--- src/rtl/r200_mem_arb_pkg.sv ---
// -----------------------------------------------------------------------------
// r200_mem_arb_pkg
// Shared types for the r200 unified-memory arbiter:
//   arb_state_e  - 3-bit arbiter FSM state encoding
//   arb_owner_e  - which requester owns the bus transaction
//   STARVE_W     - width of the IF starvation counter (holds 0..15)
// Helper:
//   xfer_state() - maps a transaction owner to its XFER state
// -----------------------------------------------------------------------------
package r200_mem_arb_pkg;

    typedef enum logic [2:0] {
        ARB_IDLE     = 3'd0,
        ARB_XFER_IF  = 3'd1,
        ARB_XFER_MEM = 3'd2,
        ARB_RESP_IF  = 3'd3,
        ARB_RESP_MEM = 3'd4
    } arb_state_e;

    typedef enum logic {
        OWN_IF  = 1'b0,
        OWN_MEM = 1'b1
    } arb_owner_e;

    // Wide enough for the largest legal STARVE_MAX (15).
    localparam int STARVE_W = 4;

    function automatic arb_state_e xfer_state(input arb_owner_e owner);
        return (owner == OWN_MEM) ? ARB_XFER_MEM : ARB_XFER_IF;
    endfunction

endpackage

--- src/rtl/r200_arb_prio.sv ---
// -----------------------------------------------------------------------------
// r200_arb_prio
// Winner select for the r200 memory arbiter. MEM has priority over IF, except
// that once MEM has won STARVE_MAX times in a row while IF was waiting, IF is
// forced to win the next collision.
//
// Ports:
//   clk        in   clock, rising edge
//   rst        in   asynchronous active-high reset
//   idle       in   arbiter FSM is in IDLE; grants are only issued then
//   if_req     in   IF request
//   mem_req    in   MEM request
//   if_gnt     out  IF wins this cycle (combinational)
//   mem_gnt    out  MEM wins this cycle (combinational)
//   starve_cnt out  consecutive MEM wins while IF waited (saturating)
// -----------------------------------------------------------------------------
module r200_arb_prio
    import r200_mem_arb_pkg::*;
#(
    parameter int STARVE_MAX = 4
) (
    input  logic                clk,
    input  logic                rst,
    input  logic                idle,
    input  logic                if_req,
    input  logic                mem_req,
    output logic                if_gnt,
    output logic                mem_gnt,
    output logic [STARVE_W-1:0] starve_cnt
);

    localparam logic [STARVE_W-1:0] STARVE_LIMIT = STARVE_W'(STARVE_MAX);

    logic if_starved;

    // IF is only "starved" when it is actually competing for the bus.
    assign if_starved = if_req && (starve_cnt == STARVE_LIMIT);

    always_comb begin
        // NOTE: every always_comb output gets a default first so no path
        // leaves it unassigned; a missing assignment would infer a latch.
        if_gnt  = 1'b0;
        mem_gnt = 1'b0;
        if (idle) begin
            if (mem_req && !if_starved) begin
                mem_gnt = 1'b1;
            end else if (if_req) begin
                if_gnt = 1'b1;
            end
        end
    end

    // NOTE: sequential state uses non-blocking assignments so every flop
    // samples pre-edge values regardless of block evaluation order.
    always_ff @(posedge clk or posedge rst) begin
        if (rst) begin
            starve_cnt <= '0;
        end else if (if_gnt) begin
            starve_cnt <= '0;
        end else if (mem_gnt && if_req && (starve_cnt != STARVE_LIMIT)) begin
            starve_cnt <= starve_cnt + STARVE_W'(1);
        end
    end

endmodule

--- src/rtl/r200_mem_arb.sv ---
// -----------------------------------------------------------------------------
// r200_mem_arb
// Arbitrates one single-ported memory bus between instruction fetch (IF) and
// the data-memory stage (MEM). The winning request is registered onto the bus,
// held until bus_ack, and the result is returned to the owner with a one-cycle
// rvalid pulse in the following RESP cycle.
//
// Timeline for one transaction: gnt at cycle 0, bus_req from cycle 1, bus_ack
// at cycle k>=1, rvalid at k+1, next gnt possible at k+2.
//
// Configuration macro:
//   R200_MEMARB_PERF_EN - adds perf_if_wait / perf_mem_wait wait-cycle
//                         counters (increment on req && !gnt, wrap at 2^32).
//
// Ports:
//   clk, rst                       clock / async active-high reset
//   if_req, if_addr                IF read request, held until if_gnt
//   if_gnt, if_rvalid, if_rdata    IF accept / one-cycle data valid / data
//   mem_req, mem_we, mem_addr,
//   mem_wdata                      MEM request, held until mem_gnt
//   mem_gnt, mem_rvalid, mem_rdata MEM accept / completion pulse / read data
//                                  (mem_rdata is 0 for a write completion)
//   bus_req, bus_we, bus_addr,
//   bus_wdata                      registered bus transaction, held to ack
//   bus_ack, bus_rdata             one-cycle completion and read data
//   perf_if_wait, perf_mem_wait    (perf build only) wait-cycle counters
// -----------------------------------------------------------------------------
module r200_mem_arb
    import r200_mem_arb_pkg::*;
#(
    parameter int AW         = 32,
    parameter int DW         = 32,
    parameter int STARVE_MAX = 4
) (
    input  logic          clk,
    input  logic          rst,

    input  logic          if_req,
    input  logic [AW-1:0] if_addr,
    output logic          if_gnt,
    output logic          if_rvalid,
    output logic [DW-1:0] if_rdata,

    input  logic          mem_req,
    input  logic          mem_we,
    input  logic [AW-1:0] mem_addr,
    input  logic [DW-1:0] mem_wdata,
    output logic          mem_gnt,
    output logic          mem_rvalid,
    output logic [DW-1:0] mem_rdata,

    output logic          bus_req,
    output logic          bus_we,
    output logic [AW-1:0] bus_addr,
    output logic [DW-1:0] bus_wdata,
    input  logic          bus_ack,
    input  logic [DW-1:0] bus_rdata
`ifdef R200_MEMARB_PERF_EN
    ,
    output logic [31:0]   perf_if_wait,
    output logic [31:0]   perf_mem_wait
`endif
);

    arb_state_e          state_q;
    arb_state_e          state_d;
    logic                idle;
    logic [STARVE_W-1:0] starve_cnt;

    assign idle = (state_q == ARB_IDLE);

    // -------------------------------------------------------------------------
    // Winner select and starvation tracking
    // -------------------------------------------------------------------------
    r200_arb_prio #(
        .STARVE_MAX (STARVE_MAX)
    ) u_prio (
        .clk        (clk),
        .rst        (rst),
        .idle       (idle),
        .if_req     (if_req),
        .mem_req    (mem_req),
        .if_gnt     (if_gnt),
        .mem_gnt    (mem_gnt),
        .starve_cnt (starve_cnt)
    );

    // -------------------------------------------------------------------------
    // FSM: state register
    // -------------------------------------------------------------------------
    always_ff @(posedge clk or posedge rst) begin
        if (rst) begin
            state_q <= ARB_IDLE;
        end else begin
            state_q <= state_d;
        end
    end

    // -------------------------------------------------------------------------
    // FSM: next state and state-decoded outputs. bus_req and the rvalid
    // pulses come straight from the state register, so an asynchronous reset
    // drops them in the same instant it forces IDLE.
    // -------------------------------------------------------------------------
    always_comb begin
        state_d    = state_q;
        bus_req    = 1'b0;
        if_rvalid  = 1'b0;
        mem_rvalid = 1'b0;

        unique case (state_q)
            ARB_IDLE: begin
                if (mem_gnt) begin
                    state_d = xfer_state(OWN_MEM);
                end else if (if_gnt) begin
                    state_d = xfer_state(OWN_IF);
                end
            end
            ARB_XFER_IF: begin
                bus_req = 1'b1;
                if (bus_ack) begin
                    state_d = ARB_RESP_IF;
                end
            end
            ARB_XFER_MEM: begin
                bus_req = 1'b1;
                if (bus_ack) begin
                    state_d = ARB_RESP_MEM;
                end
            end
            ARB_RESP_IF: begin
                if_rvalid = 1'b1;
                state_d   = ARB_IDLE;
            end
            ARB_RESP_MEM: begin
                mem_rvalid = 1'b1;
                state_d    = ARB_IDLE;
            end
            default: begin
                state_d = ARB_IDLE;
            end
        endcase
    end

    // -------------------------------------------------------------------------
    // Bus request fields: latched on grant, stable for the whole transfer.
    // An IF fetch is always a read and carries no write data.
    // -------------------------------------------------------------------------
    // NOTE: the datapath registers are reset as well because they are
    // directly visible outputs that must read 0 out of reset; pure storage
    // arrays with no such requirement would be left unreset.
    always_ff @(posedge clk or posedge rst) begin
        if (rst) begin
            bus_we    <= 1'b0;
            bus_addr  <= '0;
            bus_wdata <= '0;
        end else if (mem_gnt) begin
            bus_we    <= mem_we;
            bus_addr  <= mem_addr;
            bus_wdata <= mem_wdata;
        end else if (if_gnt) begin
            bus_we    <= 1'b0;
            bus_addr  <= if_addr;
            bus_wdata <= '0;
        end
    end

    // -------------------------------------------------------------------------
    // Response capture. Each port's rdata holds its last captured value; a
    // bus_ack outside XFER is ignored because of the state qualification.
    // -------------------------------------------------------------------------
    always_ff @(posedge clk or posedge rst) begin
        if (rst) begin
            if_rdata  <= '0;
            mem_rdata <= '0;
        end else if (bus_ack) begin
            if (state_q == ARB_XFER_IF) begin
                if_rdata <= bus_rdata;
            end
            if (state_q == ARB_XFER_MEM) begin
                mem_rdata <= bus_we ? '0 : bus_rdata;
            end
        end
    end

`ifdef R200_MEMARB_PERF_EN
    // -------------------------------------------------------------------------
    // Wait-cycle counters: one count per cycle a request is pending but not
    // granted. Natural 32-bit wrap.
    // -------------------------------------------------------------------------
    logic [31:0] perf_if_wait_q;
    logic [31:0] perf_mem_wait_q;

    always_ff @(posedge clk or posedge rst) begin
        if (rst) begin
            perf_if_wait_q  <= '0;
            perf_mem_wait_q <= '0;
        end else begin
            if (if_req && !if_gnt) begin
                perf_if_wait_q <= perf_if_wait_q + 32'd1;
            end
            if (mem_req && !mem_gnt) begin
                perf_mem_wait_q <= perf_mem_wait_q + 32'd1;
            end
        end
    end

    assign perf_if_wait  = perf_if_wait_q;
    assign perf_mem_wait = perf_mem_wait_q;
`endif

endmodule
--- config.mk ---
export PLATFORM = sky130hd
export DESIGN_NAME = r200_mem_arb
export DESIGN_NICKNAME = d
export VERILOG_FILES = /design/src/rtl/r200_mem_arb_pkg.sv /design/src/rtl/r200_arb_prio.sv /design/src/rtl/r200_mem_arb.sv
export SDC_FILE = /design/constraint.sdc
export NUM_CORES = 1
export LEC_CHECK = 0
export ABC_AREA = 1
export CORE_ASPECT_RATIO = 0.7
export CORE_MARGIN = 1.5
export CORE_UTILIZATION = 44
export CTS_BUF_LIST = sky130_fd_sc_hd__clkbuf_2
export CTS_CLUSTER_SIZE = 30
export DETAILED_ROUTE_END_ITERATION = 16
export GPL_TIMING_DRIVEN = 0
export PLACE_DENSITY = 0.85
export SYNTH_ARGS = -nofsm -noshare
export SYNTH_HDL_FRONTEND = slang
export SYNTH_SLANG_ARGS = --single-unit
--- constraint.sdc ---
create_clock -name clk -period 5.3 [get_ports clk]
set_clock_uncertainty 0.15 [all_clocks]
set_input_delay 0.53 -clock clk [delete_from_list [all_inputs] [get_ports clk]]
set_output_delay 0.53 -clock clk [all_outputs]
set_load 0.02 [all_outputs]
Fig. 1: a small window of the routed layout
Region (24, 64) to (49, 89) µm. Cells in grey, sequential cells in the stronger grey; small squares are vias.
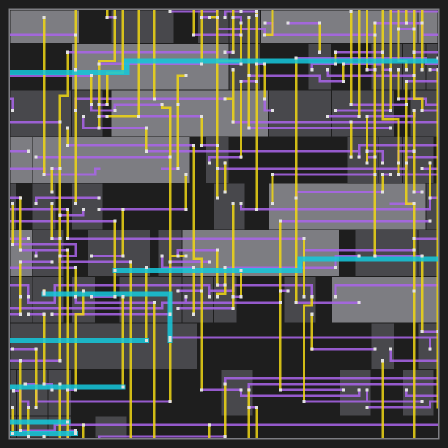
- metal 3: cyan
- metal 2: yellow
- metal 1: purple
- most frequent: nand3_1 (11), nand2_1 (11)
- cells with their middle in the window: 46
- netlist names of flops here include: `mem_rdata` (4), `if_rdata` (3)
- sequential cells in the window: 7

Fig. 2: metal 1
(3 px per µm)
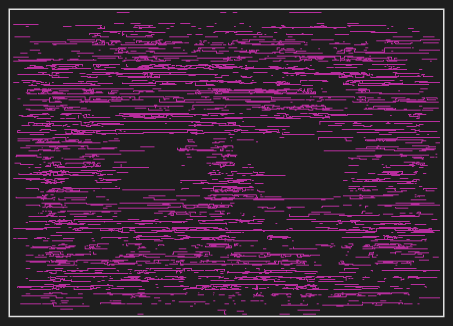
- share of all routed wire: 42%
- nets with wire on the layer: 1,026
- longest straight run: 63.9 µm

Fig. 3: placement by cell class
(2 px per µm)
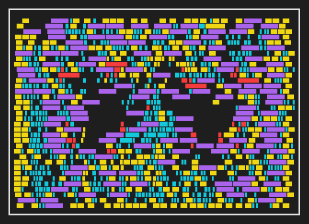
- other buffers and delay cells: yellow (cells 317)
- combinational and other logic: cyan (cells 575)
- clock drivers and dummy loads: red (cells 32)
- flops: purple (cells 136)

Fig. 4: routing congestion
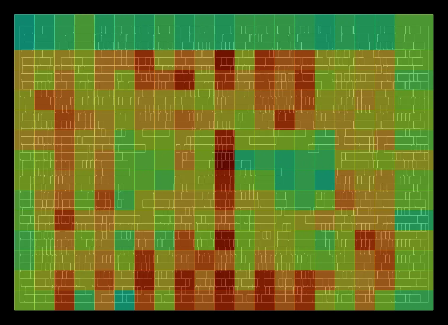
DR WL/cell: 15.44 µm
routing usage on met2: 43.39%
Core Util, Final: 69.94%
met1 Usage GRT: 32.92%

Fig. 5: cells by drive strength
(2 px per µm)
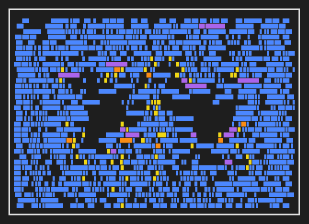
- _0 and _1 cells: blue (cells 986; share 93%)
- _2 cells: yellow (cells 53; share 5.0%)
- _6 and larger: purple (cells 14; share 1.3%)
- _3 and _4 cells: orange (cells 7; share 0.66%)
Layout area overhead: 52.41%
Final WS setup: 1878 ps
nonclk buf count: 317

==> run summary <==
impl run done, here's what came out: clock share of power 13.4%, simple-gate share of the synthesized area 32.07%, crit start category flop, flip-flops with a built-in enable 0, Crit Path Category reg -> out, CTS tree built, Main logic family simple AND/OR/NAND/NOR gates, CP max stage cell clkdlybuf4s50_1, max cap viols 0, Final period util 64.56%, Max Fclk 0.2922 GHz, cell depth of the worst setup path 7, fillers 1,081, Placed Cells 1,211, DR top layer met4, invs w/o clock 81, Crit Reg-Reg Startpoint u_prio.starve_cnt[0]$_DFFE_PP0P_, FP Util 45.89%, multi-input gate count 494, Pwr Total 5.392 mW, power share of the combinational group 53.9%, relative slew slack 64.99%, area figure in the yosys stat output 6150 µm², Top Consumer combinational logic, adder-cell share of the synthesized area 0.4069%, run status finished clean, Worst Setup EP if_gnt, comb pwr 2.91 mW, Num CTS Buffers 17, yosys cell count 760, most frequent logic cell in the layout nand2_1, clock group power 0.721 mW, largest net degree at the start of global routing 93, H-tree levels 4, Complex Gates by Area 2.930%, post-DP HPWL 14.42 mm, dominant kind of cell registers, Die W 144.3 µm, met3 Usage GRT 8.529%, first drt pass iteration count 5, setup violators final 0, buffers plus inverters on the worst setup path 3, hold crit path type in -> reg, Synth Cell Area 6150 µm², GR Util All Layers 26.36%, Synth Seq Share 55.34%, Top cell area share 55.34%, RSZ-0062 raised after global routing no, layout cells sized above 1 6.981%, Port Buf Inserts 265, # diodes 0, Hold EP bus_addr[30]$_DFFE_PP0P_, CP startpoint u_prio.starve_cnt[0]$_DFFE_PP0P_, Seq/total area 36.31%, clk tree area frac 3.057%, CP required 4620 ps, NonClk Buf Share 31.45%, Comb area share 23.41%, seq pwr 1.76 mW, DR DRC count 0, post-detailed-route via-to-cell ratio 5.089, CP Max Fanout 7, cts repair resizes 0, Final Slew Violations 0, Crit. End Element output port, top cells by count nand2_1 (306), dfrtp_1 (136), nand3_1 (103), clock buf count 18, HP Start mem_req, Worst Reg-to-Reg Cells 7, Unique masters post-synth 25, initial DRC count 302, Final GP Congestion 0.8723, Die Y-Extent 101.9 µm, gr ovfl total 0, Syn Inst Count 760, Placed Area 9066 µm², dominant logic cell types in the final layout nand2_1 (306), clkdlybuf4s50_1 (265), dfrtp_1 (136), nand3_1 (103), inv_1 (75), yosys xor share 0.2848%, final wirelength 19.23 mm, Final nets 1,183, Multiplexer share 0%, Tool Warnings 27, Switching Share 43.41%, cell area power density 575.2 nW/µm², CP most frequent cell inv_1, Worst-Margin Slew 525.1 ps, crit-path max cell delay 620 ps, Final Cell Area 9373 µm², DR vias 6,336, WL met3 1.797 mm, Yosys reg bits 136, CP cell instances inv_1 > ha_1 > nand4_2 > nand2_2 > nand3_1 > inv_1 > clkdlybuf4s50_1, vias in the first global route 6,129, yosys synthesis warning count 0, CP delay by family, top buffers and inverters, VDD IR max 0.2938 mV, post-route insts no fill 1,245, critical path arrival 2740 ps, CTS root buf clkbuf_2, n_taps 185, number of I/O pins 268, fin crit period 3422 ps, Flops 136, Top cells by area dfrtp_1 (55%), nand2_1 (19%), nand3_1 (8.4%), Reg power frac 32.7%, Comb gate area 2195 µm², Die Size 14,710 µm², Clock transition at path regs 200 ps, asr flop ratio synth 100.0%, M1 wire length 8.042 mm, count leader, synth nand2_1, clock latency at the later pin of the worst-skew pair 660 ps, RR Endpoint bus_addr[1]$_DFFE_PP0P_, dominant cell type by area after synthesis dfrtp_1, TNS Setup 0 ps, FF/Latch Area 3403 µm², r2r setup slk 3410 ps, main flop type dfrtp_1, CTS sink count 136, Fin Hold WS 166.0 ps, core box area 13,400 µm², Nets at Floorplan 896, met2 wire len 8.916 mm, clk buf depth 2, Post-CTS Setup Bufs 0, antenna violations before repair 0
No activity file was given, so power comes from the tool's default toggle rates.
